[src/rtl/rwb_pkg.sv]
// Shared sizing helpers and insert-mode encoding for the rotating word buffer.
package rwb_pkg;

    // Counter width for a modulus of n: clog2, but never narrower than one bit.
    function automatic int clog2_min1(input int n);
        return (n <= 2) ? 1 : $clog2(n);
    endfunction

    typedef enum logic [1:0] {
        INS_RECIRC = 2'd0,
        INS_WRITE  = 2'd1,
        INS_CLEAR  = 2'd2
    } ins_mode_e;

    // Clear outranks write; with neither, the load slot recirculates.
    function automatic ins_mode_e ins_mode(input logic clear, input logic write);
        if (clear) begin
            return INS_CLEAR;
        end else if (write) begin
            return INS_WRITE;
        end
        return INS_RECIRC;
    endfunction

endpackage

[src/rtl/rwb_counter.sv]
// Bit position and word index counters; flags the rotating edge and the index wrap.
module rwb_counter
    import rwb_pkg::*;
#(
    parameter int WORD_WIDTH = 8,
    parameter int WORD_COUNT = 24,
    localparam int BIT_W = clog2_min1(WORD_WIDTH),
    localparam int IDX_W = clog2_min1(WORD_COUNT)
) (
    input  logic             clk,
    input  logic             reset,
    input  logic             en,
    output logic [BIT_W-1:0] bit_cnt,
    output logic [IDX_W-1:0] word_idx,
    output logic             rotate,
    output logic             wrap
);

    logic [BIT_W-1:0] bit_cnt_q;
    logic [BIT_W-1:0] bit_cnt_d;
    logic [IDX_W-1:0] word_idx_q;
    logic [IDX_W-1:0] word_idx_d;
    logic             bit_last;
    logic             idx_last;

    // Explicit compares so non-power-of-two moduli wrap correctly.
    assign bit_last = (bit_cnt_q == BIT_W'(WORD_WIDTH - 1));
    assign idx_last = (word_idx_q == IDX_W'(WORD_COUNT - 1));
    assign rotate   = en & bit_last;
    assign wrap     = rotate & idx_last;

    always_comb begin
        bit_cnt_d  = bit_cnt_q;
        word_idx_d = word_idx_q;
        if (en) begin
            if (bit_last) begin
                bit_cnt_d  = '0;
                word_idx_d = idx_last ? '0 : word_idx_q + 1'b1;
            end else begin
                bit_cnt_d = bit_cnt_q + 1'b1;
            end
        end
    end

    always_ff @(posedge clk or posedge reset) begin
        if (reset) begin
            bit_cnt_q  <= '0;
            word_idx_q <= '0;
        end else begin
            bit_cnt_q  <= bit_cnt_d;
            word_idx_q <= word_idx_d;
        end
    end

    assign bit_cnt  = bit_cnt_q;
    assign word_idx = word_idx_q;

endmodule

[src/rtl/rotating_word_buffer.sv]
// Circular word memory: bits shift LSB-first into slot 1, and the ring rotates
// one word every WORD_WIDTH enabled clocks so slot 0 walks through the stored words.
module rotating_word_buffer
    import rwb_pkg::*;
#(
    parameter int WORD_WIDTH = 8,
    parameter int WORD_COUNT = 24,
    localparam int BIT_W = clog2_min1(WORD_WIDTH),
    localparam int IDX_W = clog2_min1(WORD_COUNT)
) (
    input  logic                  clk,
    input  logic                  reset,
    input  logic                  en,
    input  logic                  write,
    input  logic                  clear,
    input  logic                  din,
    output logic [WORD_WIDTH-1:0] dout_word,
    output logic [IDX_W-1:0]      word_idx,
    output logic [BIT_W-1:0]      bit_cnt,
    output logic                  frame_start,
    output logic                  serial_out
);

    logic [WORD_COUNT-1:0][WORD_WIDTH-1:0] slot_q;
    logic [WORD_COUNT-1:0][WORD_WIDTH-1:0] slot_d;
    logic [WORD_WIDTH-1:0]                 load_shift;
    logic                                  frame_start_q;
    logic                                  frame_start_d;
    logic                                  ins_bit;
    logic                                  rotate;
    logic                                  wrap;
    ins_mode_e                             mode;

    rwb_counter #(
        .WORD_WIDTH (WORD_WIDTH),
        .WORD_COUNT (WORD_COUNT)
    ) u_counter (
        .clk      (clk),
        .reset    (reset),
        .en       (en),
        .bit_cnt  (bit_cnt),
        .word_idx (word_idx),
        .rotate   (rotate),
        .wrap     (wrap)
    );

    always_comb begin
        mode    = ins_mode(clear, write);
        ins_bit = slot_q[1][0];
        case (mode)
            INS_CLEAR: ins_bit = 1'b0;
            INS_WRITE: ins_bit = din;
            default:   ins_bit = slot_q[1][0];
        endcase
    end

    assign load_shift = {ins_bit, slot_q[1][WORD_WIDTH-1:1]};

    // Rotation moves slot k+1 to slot k and old slot 0 to the top; slot 0 is
    // then overwritten by the freshly completed load word. Also covers WORD_COUNT = 2.
    always_comb begin
        slot_d        = slot_q;
        frame_start_d = frame_start_q;
        if (en) begin
            frame_start_d = wrap;
            if (rotate) begin
                slot_d    = {slot_q[0], slot_q[WORD_COUNT-1:1]};
                slot_d[0] = load_shift;
            end else begin
                slot_d[1] = load_shift;
            end
        end
    end

    always_ff @(posedge clk or posedge reset) begin
        if (reset) begin
            slot_q        <= '0;
            frame_start_q <= 1'b0;
        end else begin
            slot_q        <= slot_d;
            frame_start_q <= frame_start_d;
        end
    end

    assign dout_word   = slot_q[0];
    assign frame_start = frame_start_q;
    assign serial_out  = slot_q[1][0];

endmodule

[config.mk]
export PLATFORM = sky130hd
export DESIGN_NAME = rotating_word_buffer
export DESIGN_NICKNAME = d
export VERILOG_FILES = /design/src/rtl/rwb_pkg.sv /design/src/rtl/rwb_counter.sv /design/src/rtl/rotating_word_buffer.sv
export SDC_FILE = /design/constraint.sdc
export NUM_CORES = 1
export LEC_CHECK = 0
export CAP_MARGIN = 10
export CORE_UTILIZATION = 55
export CTS_CLUSTER_DIAMETER = 100
export CTS_CLUSTER_SIZE = 24
export DETAILED_ROUTE_END_ITERATION = 16
export HOLD_SLACK_MARGIN = 0.1
export PLACE_DENSITY = 0.86
export SYNTH_ARGS = -nofsm -noshare
export SYNTH_HDL_FRONTEND = slang
export SYNTH_SLANG_ARGS = --single-unit
[constraint.sdc]
create_clock -name clk -period 6.63 [get_ports clk]
set_input_delay 1.326 -clock clk [delete_from_list [all_inputs] [get_ports clk]]
set_output_delay 1.326 -clock clk [all_outputs]
set_load 0.01 [all_outputs]
floorplan.png
Pins as bars on the die edge. Tap cells in gray.
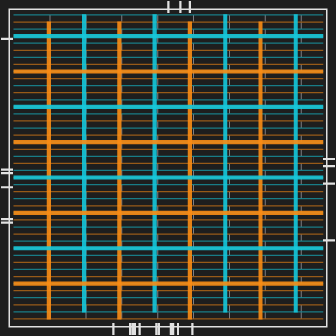
- cyan: VDD
- orange: VSS
- tap cells: 180
- signal pins: 24
- met1 rails: 44
- met5 straps: 8
- rows: 43
Die X: 122 um
worst vdd ir: 0.275 mV

class_map.png
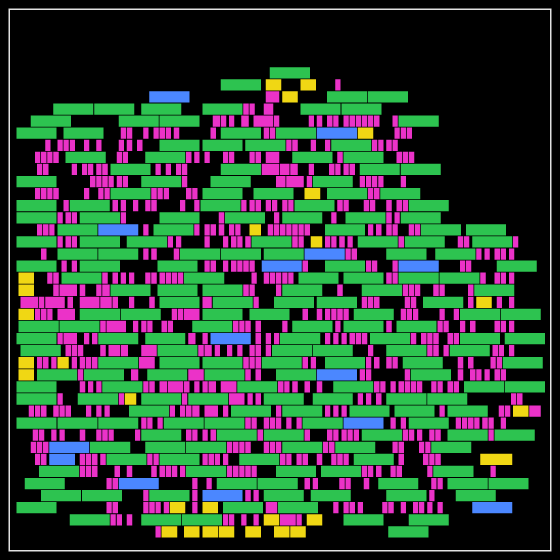
- yellow: remaining buffers and delay cells (cells 28; share of their area 3.5%)
- magenta: remaining logic cells (cells 607; share of their area 30%)
- green: registers (cells 201; share of their area 62%)
- blue: clock drivers and dummy loads (cells 14; share of their area 4.2%)
core footprint: 0.0139 mm2
Final Core Density: 59.8%
Seq/total area: 60.3%
Post-Layout Inst Area: 0.00834 mm2

==> out/metrics.csv <==
stage;metric;value;unit
final_timing;rsz0062_at_grt;no;
critical_path;reg2reg_depth;6;
cts;cts-root-buf;clkbuf_16;
yosys;ys_cells;861;
grt;gr-usage-met3;2.53;%
run;tool_warnings;29;
die;fp_util;56.4;%
yosys;logic_family;simple AND/OR/NAND/NOR gates;
final_timing;fmax;277;MHz
route;via_per_inst;5.02;
grt;grt_pass1_vias;5054;
place;routabilityCongestion;0.740;
power_and_ir_drop;power_switching_share;27.8;%
cts;cts_hold_buf;0;
grt;grt-ovfl-total;0;
yosys;avgSynthCellArea;9.13;um2
power_and_ir_drop;p_sw;720;uW
cells_and_area;nFillCells;1112;
cts;clk_path_buf_depth;3;
cells_and_area;antenna_cells;0;
place;post-place-ws;2.58;ns
cells_and_area;final_common_cell;nand2_1;
yosys;ys_ff;201;
final_timing;setup_violations;0;
route;postRouteAntennaNets;0;
power_and_ir_drop;pwr-share-seq;55.9;%
critical_path;cp.required;7.03;ns
yosys;synthCells;861;
final_timing;whs;0.452;ns
grt;antenna_found_initial;0;
route;vias;5170;
die;num_rows;43;
route;drc;0;
grt;met1_usage;28.1;%
yosys;synth.distinct_cells;26;
status;outcome;completed;
grt;grt_use_total;19.5;%
cells_and_area;fin_nets;860;
yosys;synth_nets;871;
critical_path;cp_slowest_stage_delay;1.03;ns
place;dp.cells;1016;
place;port_buffers;23;
yosys;synthSimpleGateAreaFrac;27.6;%
cts;clkLatencyLatePin;0.46;ns
final_timing;postLayoutSetupSlackWorst;3.02;ns
grt;use_met2;31.7;%
critical_path;critPathCaptureType;flop;
cts;cts-htree-levels;1;
critical_path;cpMaxStageDelayCell;clkdlybuf4s50_1;
final_timing;tns;0;ns
critical_path;reg2reg_slack;4.12;ns
hold_path;hold_end;slot_q[170];
critical_path;path_common_cell;nand2_1;
yosys;seq_area_frac_synth;64.0;%
critical_path;crit_family;buffers and inverters;
yosys;ys_sh_aoi;1.03;%
run;max_cap_viol_count;0;
final_timing;tightest_slew;1.01;ns
yosys;yosys_warnings;0;
cts;clock_sinks;201;
final_timing;max_slew_margin;33.0;%
critical_path;r2r_start;u_counter.bit_cnt[1];
cells_and_area;fin_cells;1030;
hold_path;min_from;slot_q[178];
final_timing;period_used_share;54.5;%
critical_path;path_cells;clkdlybuf4s50_1, and2_4, buf_4, nand2_1, nand2_1;
route;drtIter0Drc;329;
critical_path;crit_buf_inv;2;
cts;post-cts-setup-buffers;0;
power_and_ir_drop;intPower;1.87;mW
critical_path;startpoint_type;input pin;
critical_path;critical_path.max_fanout;85;
final_timing;finalCriticalPeriod;3.61;ns
grt;grt_first_pass_wirelength;23.4;mm
critical_path;rr_endpoint;slot_q[16];
cells_and_area;lay_top_cells;nand2_1 (557), dfrtp_1 (201), clkdlybuf4s50_1 (23);
final_timing;slew_violations;0;
cells_and_area;drive_gt1_share;2.82;%
critical_path;path_class;input pin to flop;
yosys;mux_share;1.59;%
route;post_drt_wl_per_cell;12.8;um
yosys;yosysChipArea;0.00787;mm2
power_and_ir_drop;p_leak;4.70;nW
cts;numCtsBuffers;12;
grt;grt_busiest_layer;met2;
cts;path_clk_slew;0.09;ns
route;totalWireLength;13.1;mm
cts;postCtsResizedCells;0;
yosys;xor_share;0.111;%
clock_wires.png
The bar under the picture is 20 um long.
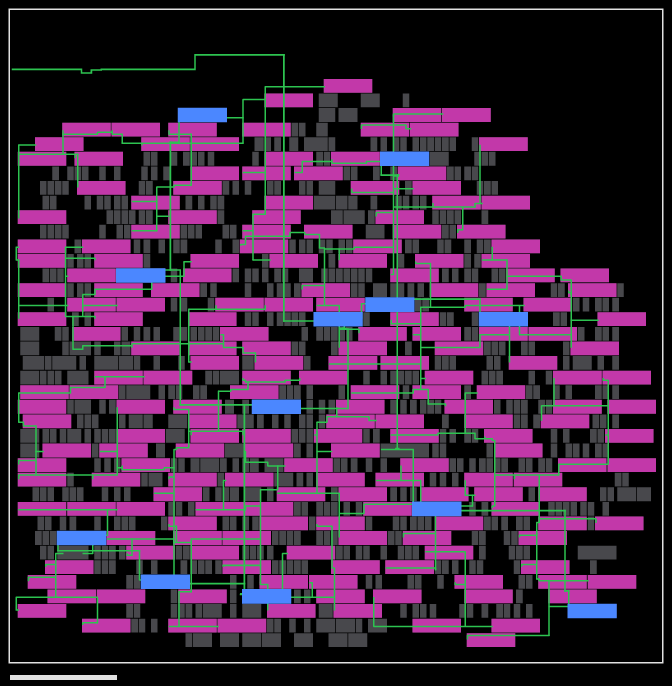
- blue: clock-net drivers (count 12)
- green: clock wires (length 1980 um)
- magenta: flip-flops (count 201)
- flops lie: all over the die
clock network fraction of total power: 28.5%
Clk. pwr: 737 uW

-- layout make-up --
cell class | instances | area (um2) | area share, %
clock buffer | 13 | 325 | 3.90
clock inverter | 1 | 16.3 | 0.195
inverter | 3 | 15.0 | 0.180
multi-input combinational | 604 | 2440 | 29.3
sequential | 201 | 5030 | 60.3
tap | 180 | 225 | 2.70
timing repair buffer | 28 | 280 | 3.36
-- power groups by stage --
| stage | clock [mW] | sequential [mW] | combinational [mW] |
|---|---|---|---|
| 4_1_cts | 0.757 | 1.45 | 0.412 |
| 2_1_floorplan | 0 | 1.45 | 0.325 |
| 3_3_place_gp | 0 | 1.47 | 0.397 |
| 5_1_grt | 0.802 | 1.47 | 0.460 |
| 6_report | 0.737 | 1.45 | 0.404 |
| 3_5_place_dp | 0 | 1.47 | 0.410 |
-- metal layers --
metal / wire length, um / up-vias
li1: - / 2567
met1: 6110 / 2522
met2: 6440 / 64
met3: 354 / 17
met4: 233 / 0
met5: 0 / -
-- worst max-delay path by stage --
stage | slack (ns) | startpoint | to | cells past startpoint
final | 3.02 | en | slot_q[16] | 5
after global routing | 2.78 | en | slot_q[104] | 5
after CTS | 3.04 | en | slot_q[140] | 5
after detailed placement | 2.58 | en | slot_q[104] | 5
after global placement | 2.57 | en | slot_q[18] | 5
after floorplan | 2.70 | reset | dout_word[0] | 1
-- logic make-up (layout without fill, tap and decap cells) --
group,Yosys count,after routing
flops,201,201
simple gates,573,573
fa+ha+maj,4,4
mux,12,12
buf+inv,56,45
xor+xnor,1,1
compound gates,14,14
-- sequential cells by signal, indices dropped and copies added, names as in the netlist --
register / flops
u_counter.bit_cnt: 3
slot_q: 176
load_shift: 7
serial_out: 1
dout_word: 8
u_counter.word_idx: 5
frame_start: 1
-- through the flow --
| step | utilization (%) | instance area (um2) |
|---|---|---|
| finish | 59.8 | 8340 |
| global route | 59.8 | 8340 |
| CTS | 59.8 | 8340 |
| detailed placement | 57.4 | 8000 |
| global placement | 57.4 | 8000 |
| floorplan | - | 7870 |
-- worst reg2reg max path: cells and delay by family (launching register included) --
family / cells / cell delay [ns]
and+or+nand+nor: 3 / 0.94
buffers and inverters: 1 / 0.62
adders and majority gates: 2 / 0.47
DFF: 1 / 0.44
-- cell usage after synthesis --
master	count	area, um2
nand2_1	558	2090
dfrtp_1	201	5030
buf_2	20	100
buf_6	17	191
buf_4	10	75.1
mux2i_1	8	80.1
nor2_1	8	30.0
a21oi_1	7	35.0
clkbuf_1	6	22.5
ha_1	4	50.1
inv_1	3	11.3
mux2_1	2	22.5
mux2_2	2	22.5
nand3_1	2	10.0
o21ai_0	2	10.0
a31oi_1	1	6.26
and2_1	1	6.26
nand3b_1	1	7.51
nand4_1	1	6.26
nand4b_1	1	8.76
nor2b_1	1	6.26
o21a_1	1	7.51
o22ai_1	1	6.26
o311ai_0	1	8.76
o31ai_1	1	7.51
xnor2_1	1	8.76
Power is estimated from default activity; no workload was simulated.
